<file path="config.mk">
export PLATFORM = sky130hd
export DESIGN_NAME = scrod_trg_responder_flat
export DESIGN_NICKNAME = d
export VERILOG_FILES = /design/src/rtl/scrod_trg_pkg.sv /design/src/rtl/scrod_trg_responder_if.sv /design/src/rtl/trg_sync_edge.sv /design/src/rtl/scrod_trg_responder.sv /design/src/flat_wrapper.sv
export SDC_FILE = /design/constraint.sdc
export NUM_CORES = 1
export LEC_CHECK = 0
export ABC_AREA = 1
export CAP_MARGIN = 15
export CELL_PAD_IN_SITES_DETAIL_PLACEMENT = 0
export CELL_PAD_IN_SITES_GLOBAL_PLACEMENT = 1
export CORE_MARGIN = 10
export CORE_UTILIZATION = 41
export CTS_CLUSTER_SIZE = 24
export DETAILED_ROUTE_END_ITERATION = 16
export HOLD_SLACK_MARGIN = 0.15
export PLACE_DENSITY_LB_ADDON = 0.1
export REMOVE_ABC_BUFFERS = 1
export SYNTH_ARGS = -nofsm -noshare
export SYNTH_HDL_FRONTEND = slang
export SYNTH_SLANG_ARGS = --single-unit
</file>
<file path="constraint.sdc">
create_clock -name CLK_42MHZ -period 1.9 [get_ports CLK_42MHZ]
set_input_delay 0.285 -clock CLK_42MHZ [delete_from_list [all_inputs] [get_ports CLK_42MHZ]]
set_output_delay 0.285 -clock CLK_42MHZ [all_outputs]
set_load 0.02 [all_outputs]
</file>
<file path="src/rtl/scrod_trg_pkg.sv">
// Shared types and defaults for the SCROD trigger responder.
package scrod_trg_pkg;

    typedef enum logic [2:0] {
        IDLE,
        TRIG,
        BUSY_ST,
        ACK_ST,
        HOLD
    } trg_state_t;

    localparam int DEF_ACK_WIDTH    = 4;
    localparam int DEF_HOLDOFF      = 8;
    localparam int DEF_BUSY_TIMEOUT = 4096;
    localparam int DEF_CNT_W        = 16;

    // One timer serves BUSY_ST, ACK_ST and HOLD, so it must hold the largest of the three limits.
    function automatic int timer_width(input int busy_timeout, input int ack_width, input int holdoff);
        int m;
        m = busy_timeout;
        if (ack_width > m) m = ack_width;
        if (holdoff > m) m = holdoff;
        return $clog2(m + 1);
    endfunction

endpackage

</file>
<file path="src/rtl/scrod_trg_responder_if.sv">
// Trigger link, digitizer handshake and slow-control readback of one SCROD responder.
interface scrod_trg_responder_if
    import scrod_trg_pkg::*;
#(
    parameter int CNT_W = DEF_CNT_W
);
    logic             TRG_IN;
    logic             ACK_OUT;
    logic             ENABLE;
    logic             CLEAR;
    logic             DIG_TRIG;
    logic             DIG_DONE;
    logic             BUSY;
    logic [CNT_W-1:0] TRG_CNT;
    logic [CNT_W-1:0] MISSED_CNT;
    logic             TIMEOUT_FLAG;

    modport slave (
        input  TRG_IN, ENABLE, CLEAR, DIG_DONE,
        output ACK_OUT, DIG_TRIG, BUSY, TRG_CNT, MISSED_CNT, TIMEOUT_FLAG
    );

    modport master (
        output TRG_IN, ENABLE, CLEAR, DIG_DONE,
        input  ACK_OUT, DIG_TRIG, BUSY, TRG_CNT, MISSED_CNT, TIMEOUT_FLAG
    );

endinterface

</file>
<file path="src/rtl/trg_sync_edge.sv">
// Two-flop synchronizer with a registered rising-edge strobe for asynchronous level inputs.
// After reset the strobe stays disarmed until the synchronized input has been seen low,
// so a line that is already high when reset releases never produces a false edge.
module trg_sync_edge (
    input  logic clk,
    input  logic rst_n,
    input  logic async_in,
    output logic rise
);
    logic       sync1;
    logic       sync2;
    logic       sync3;
    logic [1:0] fill;
    logic       armed;

    // Synchronize, track when sync2 holds real input data, arm on a genuine low, register the edge.
    always_ff @(posedge clk or negedge rst_n) begin
        if (!rst_n) begin
            sync1 <= 1'b0;
            sync2 <= 1'b0;
            sync3 <= 1'b0;
            fill  <= 2'b00;
            armed <= 1'b0;
            rise  <= 1'b0;
        end else begin
            sync1 <= async_in;
            sync2 <= sync1;
            sync3 <= sync2;
            fill  <= {fill[0], 1'b1};
            armed <= armed | (fill[1] & ~sync2);
            rise  <= sync2 & ~sync3 & armed;
        end
    end

endmodule

</file>
<file path="src/rtl/scrod_trg_responder.sv">
// SCROD endpoint of the trigger/acknowledge link: forwards one trigger to the digitizer,
// waits for readout, returns a fixed-width ACK, then holds off before rearming.
module scrod_trg_responder
    import scrod_trg_pkg::*;
#(
    parameter int ACK_WIDTH    = DEF_ACK_WIDTH,
    parameter int HOLDOFF      = DEF_HOLDOFF,
    parameter int BUSY_TIMEOUT = DEF_BUSY_TIMEOUT,
    parameter int CNT_W        = DEF_CNT_W
) (
    input  logic                 CLK_42MHZ,
    input  logic                 RESET_N,
    scrod_trg_responder_if.slave bus
);
    localparam int TMR_W = timer_width(BUSY_TIMEOUT, ACK_WIDTH, HOLDOFF);
    localparam logic [TMR_W-1:0] BUSY_LAST = TMR_W'(BUSY_TIMEOUT - 1);
    localparam logic [TMR_W-1:0] ACK_LAST  = TMR_W'(ACK_WIDTH - 1);
    localparam logic [TMR_W-1:0] HOLD_LAST = TMR_W'((HOLDOFF > 0) ? HOLDOFF - 1 : 0);

    trg_state_t       state;
    trg_state_t       state_next;
    logic [TMR_W-1:0] timer;
    logic             trg_edge;
    logic             busy_last;
    logic             ack_last;
    logic             hold_last;
    logic             take_trig;
    logic             miss_trig;
    logic             timeout_set;
    logic             dig_trig_d;
    logic             ack_d;
    logic             busy_d;
    logic             dig_trig_q;
    logic             ack_q;
    logic             busy_q;
    logic             timeout_q;
    logic [CNT_W-1:0] trg_cnt_q;
    logic [CNT_W-1:0] missed_cnt_q;

    trg_sync_edge u_sync (
        .clk      (CLK_42MHZ),
        .rst_n    (RESET_N),
        .async_in (bus.TRG_IN),
        .rise     (trg_edge)
    );

    assign busy_last   = (timer == BUSY_LAST);
    assign ack_last    = (timer == ACK_LAST);
    assign hold_last   = (timer == HOLD_LAST);
    assign take_trig   = (state == IDLE) && trg_edge && bus.ENABLE;
    assign miss_trig   = (state != IDLE) && trg_edge && bus.ENABLE;
    assign timeout_set = (state == BUSY_ST) && !bus.DIG_DONE && busy_last;

    // State register plus the registered copies of the state-derived outputs.
    always_ff @(posedge CLK_42MHZ or negedge RESET_N) begin
        if (!RESET_N) begin
            state      <= IDLE;
            dig_trig_q <= 1'b0;
            ack_q      <= 1'b0;
            busy_q     <= 1'b0;
        end else begin
            state      <= state_next;
            dig_trig_q <= dig_trig_d;
            ack_q      <= ack_d;
            busy_q     <= busy_d;
        end
    end

    // Next state; DIG_DONE outranks a timeout landing in the same cycle.
    always_comb begin
        state_next = state;
        case (state)
            IDLE:    if (take_trig) state_next = TRIG;
            TRIG:    state_next = BUSY_ST;
            BUSY_ST: begin
                if (bus.DIG_DONE)   state_next = ACK_ST;
                else if (busy_last) state_next = HOLD;
            end
            ACK_ST:  if (ack_last) state_next = HOLD;
            HOLD:    if (hold_last) state_next = IDLE;
            default: state_next = IDLE;
        endcase
    end

    // Output values for the coming cycle, decoded from the next state so they register cleanly.
    always_comb begin
        dig_trig_d = (state_next == TRIG);
        ack_d      = (state_next == ACK_ST);
        busy_d     = (state_next != IDLE);
    end

    // Shared timer: cleared on entry to TRIG, ACK_ST, HOLD and in IDLE; keeps running from TRIG into BUSY_ST.
    always_ff @(posedge CLK_42MHZ or negedge RESET_N) begin
        if (!RESET_N) begin
            timer <= '0;
        end else if (state_next == IDLE || (state_next != state && state_next != BUSY_ST)) begin
            timer <= '0;
        end else begin
            timer <= timer + 1'b1;
        end
    end

    // Readback counters and sticky timeout flag; CLEAR takes priority over any update.
    always_ff @(posedge CLK_42MHZ or negedge RESET_N) begin
        if (!RESET_N) begin
            trg_cnt_q    <= '0;
            missed_cnt_q <= '0;
            timeout_q    <= 1'b0;
        end else if (bus.CLEAR) begin
            trg_cnt_q    <= '0;
            missed_cnt_q <= '0;
            timeout_q    <= 1'b0;
        end else begin
            if (take_trig) trg_cnt_q <= trg_cnt_q + 1'b1;
            if (miss_trig && missed_cnt_q != '1) missed_cnt_q <= missed_cnt_q + 1'b1;
            if (timeout_set) timeout_q <= 1'b1;
        end
    end

    assign bus.DIG_TRIG     = dig_trig_q;
    assign bus.ACK_OUT      = ack_q;
    assign bus.BUSY         = busy_q;
    assign bus.TRG_CNT      = trg_cnt_q;
    assign bus.MISSED_CNT   = missed_cnt_q;
    assign bus.TIMEOUT_FLAG = timeout_q;

endmodule

</file>
<file path="src/flat_wrapper.sv">
// flat-port wrapper written by rule: the top's interface ports become plain ports
module scrod_trg_responder_flat import scrod_trg_pkg::*;
#(
    parameter int ACK_WIDTH    = DEF_ACK_WIDTH,
    parameter int HOLDOFF      = DEF_HOLDOFF,
    parameter int BUSY_TIMEOUT = DEF_BUSY_TIMEOUT,
    parameter int CNT_W        = DEF_CNT_W
)
  (CLK_42MHZ, RESET_N, bus_TRG_IN, bus_ENABLE, bus_CLEAR, bus_DIG_DONE, bus_ACK_OUT, bus_DIG_TRIG, bus_BUSY, bus_TRG_CNT, bus_MISSED_CNT, bus_TIMEOUT_FLAG);
  scrod_trg_responder_if #(.CNT_W(CNT_W)) bus_i ();
  input  logic CLK_42MHZ;
  input  logic RESET_N;
  input wire logic [$bits(bus_i.TRG_IN)-1:0] bus_TRG_IN;
  input wire logic [$bits(bus_i.ENABLE)-1:0] bus_ENABLE;
  input wire logic [$bits(bus_i.CLEAR)-1:0] bus_CLEAR;
  input wire logic [$bits(bus_i.DIG_DONE)-1:0] bus_DIG_DONE;
  output wire logic [$bits(bus_i.ACK_OUT)-1:0] bus_ACK_OUT;
  output wire logic [$bits(bus_i.DIG_TRIG)-1:0] bus_DIG_TRIG;
  output wire logic [$bits(bus_i.BUSY)-1:0] bus_BUSY;
  output wire logic [$bits(bus_i.TRG_CNT)-1:0] bus_TRG_CNT;
  output wire logic [$bits(bus_i.MISSED_CNT)-1:0] bus_MISSED_CNT;
  output wire logic [$bits(bus_i.TIMEOUT_FLAG)-1:0] bus_TIMEOUT_FLAG;
  assign bus_i.TRG_IN = bus_TRG_IN;
  assign bus_i.ENABLE = bus_ENABLE;
  assign bus_i.CLEAR = bus_CLEAR;
  assign bus_i.DIG_DONE = bus_DIG_DONE;
  assign bus_ACK_OUT = bus_i.ACK_OUT;
  assign bus_DIG_TRIG = bus_i.DIG_TRIG;
  assign bus_BUSY = bus_i.BUSY;
  assign bus_TRG_CNT = bus_i.TRG_CNT;
  assign bus_MISSED_CNT = bus_i.MISSED_CNT;
  assign bus_TIMEOUT_FLAG = bus_i.TIMEOUT_FLAG;
  scrod_trg_responder #(.ACK_WIDTH(ACK_WIDTH), .HOLDOFF(HOLDOFF), .BUSY_TIMEOUT(BUSY_TIMEOUT), .CNT_W(CNT_W)) u_core (.CLK_42MHZ(CLK_42MHZ), .RESET_N(RESET_N), .bus(bus_i));
endmodule
</file>
==> results.json, run 1 <==
{
  "power_density_nw_per_um2": 930,
  "cellLeakagePower_nw": 1.73,
  "clk_pin_slew_ns": 0.07,
  "drtIter0Drc": 107,
  "finalCritPeriodShare": 0.933,
  "wl_met3_um": 551,
  "netSwitchingPower_mw": 1.31,
  "warnings": 25,
  "status": "finished clean",
  "dr.pass1.iters": 5,
  "hold_viol": 0,
  "pg_seq_mw": 1.44,
  "cpPeakStageDelay_ns": 0.44,
  "power_switching_share": 0.337,
  "layout.cells.non_filler": 563,
  "worstPathRequired_ns": 2.13,
  "synthMuxAreaShare": 0,
  "power.internal_mw": 2.58,
  "cts_hold_buf": 1,
  "routed.top_layer": "met4",
  "clkPwrFrac": 0.337,
  "post_cts_buffers": 0,
  "hp-class": "register to register",
  "wl_met2_um": 3520
}
-- run 1: area by class of cell --
cell class | instances | area, um2
clock buffer | 10 | 138
multi-input combinational | 277 | 1580
clock inverter | 6 | 88.8
fill | 729 | 3540
sequential | 59 | 1480
timing repair buffer | 62 | 594
tap | 102 | 128
inverter | 47 | 176
-- run 1: stage by stage --
step / hold WS (ns) / setup slack, ns / utilization
3_5_place_dp: 0.323 / -0.0945 / 0.505
3_3_place_gp: 0.321 / -0.0526 / 0.505
2_1_floorplan: -0.0106 / 0.161 / -
4_1_cts: 0.358 / 0.0127 / 0.536
6_report: 0.353 / 0.128 / 0.542
5_1_grt: 0.365 / 0.00426 / 0.542
-- run 1: sequential cells by signal, summed over array words and instances, names as in the netlist --
register and cells:
u_core.bus.ACK_OUT 1, u_core.u_sync.armed 1, u_core.bus.BUSY 1, u_core.timer 13
u_core.u_sync.sync1 1, u_core.bus.TRG_CNT 16, u_core.u_sync.fill 2, u_core.u_sync.sync3 1
u_core.bus.MISSED_CNT 16, u_core.u_sync.rise 1, u_core.u_sync.sync2 1, u_core.bus.TIMEOUT_FLAG 1
u_core.bus.DIG_TRIG 1, u_core.state 3
-- run 1: per-layer routing --
metal	up-vias	GRT usage
li1	1402	-
met1	1266	0.170
met3	14	0.0425
met5	-	0
met2	61	0.215
met4	0	0.0527
-- run 1: path summary, 6_finish.rpt --
path                                           from             endpoint  slack, ns
worst min-delay path            u_core.u_sync.sync1  u_core.u_sync.sync2       0.35
max in group asynchronous                   RESET_N      u_core.timer[8]       1.13
worst max register to register      u_core.timer[6]      u_core.timer[0]       0.13
worst min register to register  u_core.u_sync.sync1  u_core.u_sync.sync2       0.35
worst max-delay path                u_core.timer[6]      u_core.timer[0]       0.13
min in group asynchronous                   RESET_N     u_core.timer[10]       0.46
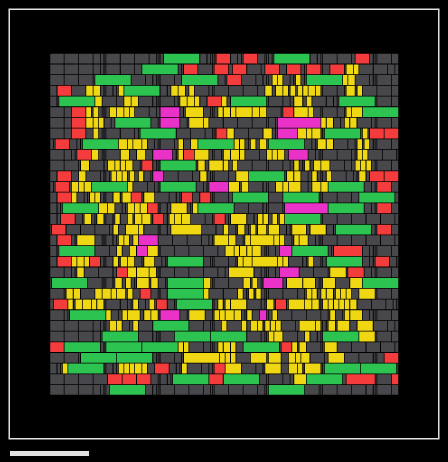
Run 1: placed cells, one colour a class
Bar = 20 um. Fill, decap, tap and diode cells in grey.
[green] registers | cells: 59
[red] remaining buffers and delay cells | cells: 62
[magenta] clock drivers and dummy loads | cells: 16
[yellow] remaining logic cells | cells: 324
Seq area share: 0.353
fin util: 0.542
core box area: 7730 um2
Final Cell Area: 4190 um2

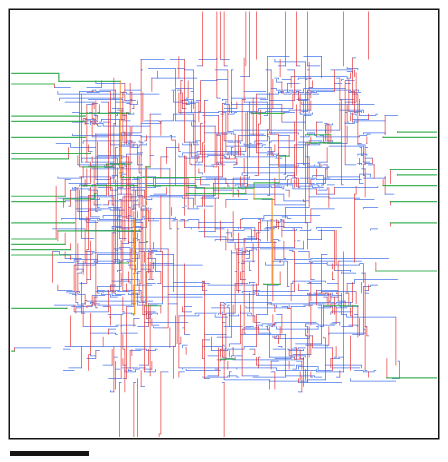
Run 1: routed metal, one colour a layer
Bar = 20 um.
[orange] M4 | wire length: 115 um
[red] M2 | wire length: 3520 um
[green] M3 | wire length: 552 um
[blue] M1 | wire length: 3390 um
via count: 2743
wire length per cell: 13.5 um
Tot GR Track Use: 0.136

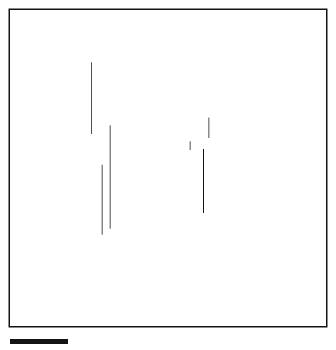
Run 1: M4 wires
Bar = 20 um.
longest straight run: 35.4 um
wire length on this layer: 115 um
nets with wire on the layer: 3
main direction: vertical

==> run 2, diff against run 1 <==
- CORE_ASPECT_RATIO: unset -> 0.5
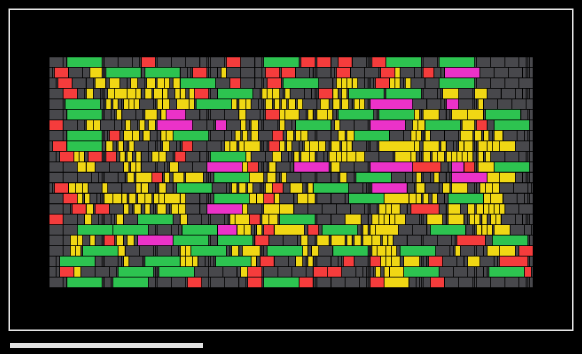
Run 2: placed cells, one colour a class
Bar = 50 um. Fill, decap, tap and diode cells in grey.
[magenta] clock drivers and dummy loads | cells: 16
[green] registers | cells: 59
[red] remaining buffers and delay cells | cells: 66
[yellow] remaining logic cells | cells: 324

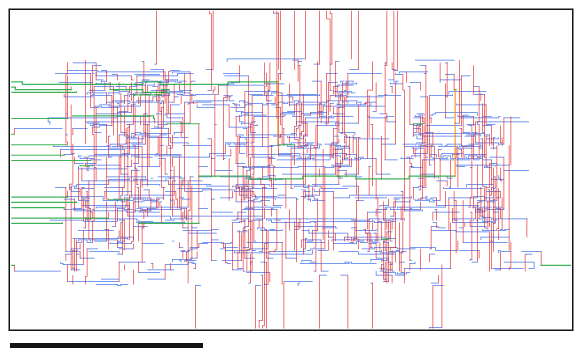
Run 2: routed metal, one colour a layer
Bar = 50 um.
[green] M3 | wire length: 417 um
[orange] M4 | wire length: 38.8 um
[red] M2 | wire length: 3900 um
[blue] M1 | wire length: 3440 um
Tot GR Track Use: 0.134
via count: 2783

==> results.json, run 2 <==
{
  "status": "finished clean",
  "synthMuxAreaShare": 0,
  "top_cells_by_area": "dfrtp_1 (46%), nand2_1 (8.2%), nor2_4 (5.6%)",
  "clkPwrFrac": 0.392,
  "power.internal_mw": 3.17,
  "cpPeakStageDelay_ns": 0.41,
  "wl_per_cell_um": 13.6,
  "power_density_nw_per_um2": 1040,
  "drtIter0Drc": 114,
  "pre_cts_ws_ns": -0.0487,
  "synth_cells": 389,
  "core_area_um2": 7510,
  "cts.sinks": 59,
  "synth_top_area_share": 0.455,
  "cellLeakagePower_nw": 1.81,
  "worstPathRequired_ns": 2.16,
  "pg_seq_mw": 1.45,
  "p_seq_frac": 0.318,
  "clk_pin_slew_ns": 0.05,
  "finalCritPeriodShare": 0.947,
  "cp_num_buf_inv": 2,
  "fmax_mhz": 556,
  "dr.pass1.iters": 4,
  "cts_buffers": 9,
  "hp-class": "register to register",
  "warnings": 25,
  "netSwitchingPower_mw": 1.38,
  "hold_viol": 0
}
-- run 2: path summary, 6_finish.rpt --
path / start / endpoint / slack, ns / cells past startpoint
max reg2reg: u_core.timer[1] / u_core.timer[6] / 0.10 / 14
min: u_core.u_sync.fill[0] / u_core.u_sync.fill[1] / 0.35 / 0
max in group asynchronous: RESET_N / u_core.bus.TRG_CNT[5] / 1.13 / 3
min reg2reg: u_core.u_sync.fill[0] / u_core.u_sync.fill[1] / 0.35 / 0
max: u_core.timer[1] / u_core.timer[6] / 0.10 / 14
min in group asynchronous: RESET_N / u_core.timer[9] / 0.50 / 3
-- run 2: area by class of cell --
| class | instances | area, um2 |
|---|---|---|
| clock buffers | 11 | 253 |
| flip-flops and latches | 59 | 1480 |
| well taps | 108 | 135 |
| inverters | 47 | 176 |
| fillers | 686 | 3150 |
| multi-input cells | 277 | 1590 |
| repair buffers | 66 | 646 |
| clock inverters | 5 | 85.1 |
-- run 2: timing repair --
action                                  4_1_cts  5_1_grt
hold buffers                                  1        0
pin swaps                                     0        4
resized                                       1        9
endpoints found under the hold margin        59        0
gates cloned                                  0        0
endpoints found under the setup margin        8       21
setup buffers                                 0        3
-- run 2: metrics by stage --
stage | hold WS [ns] | cells | util | area [um2]
2_1_floorplan | -0.0106 | 383 | - | 3200
4_1_cts | 0.349 | 570 | 0.572 | 4300
3_5_place_dp | 0.314 | 553 | 0.526 | 3950
5_1_grt | 0.353 | 573 | 0.581 | 4370
6_report | 0.345 | 573 | 0.581 | 4370
3_3_place_gp | 0.315 | 553 | 0.526 | 3950
-- run 2: metal layers --
layer  GRT usage  wire length [um]  vias up
li1            -                 -     1417
met1       0.150              3440     1322
met2       0.231              3900       40
met3      0.0552               417        4
met4      0.0380                38        0
met5           0                 0        -
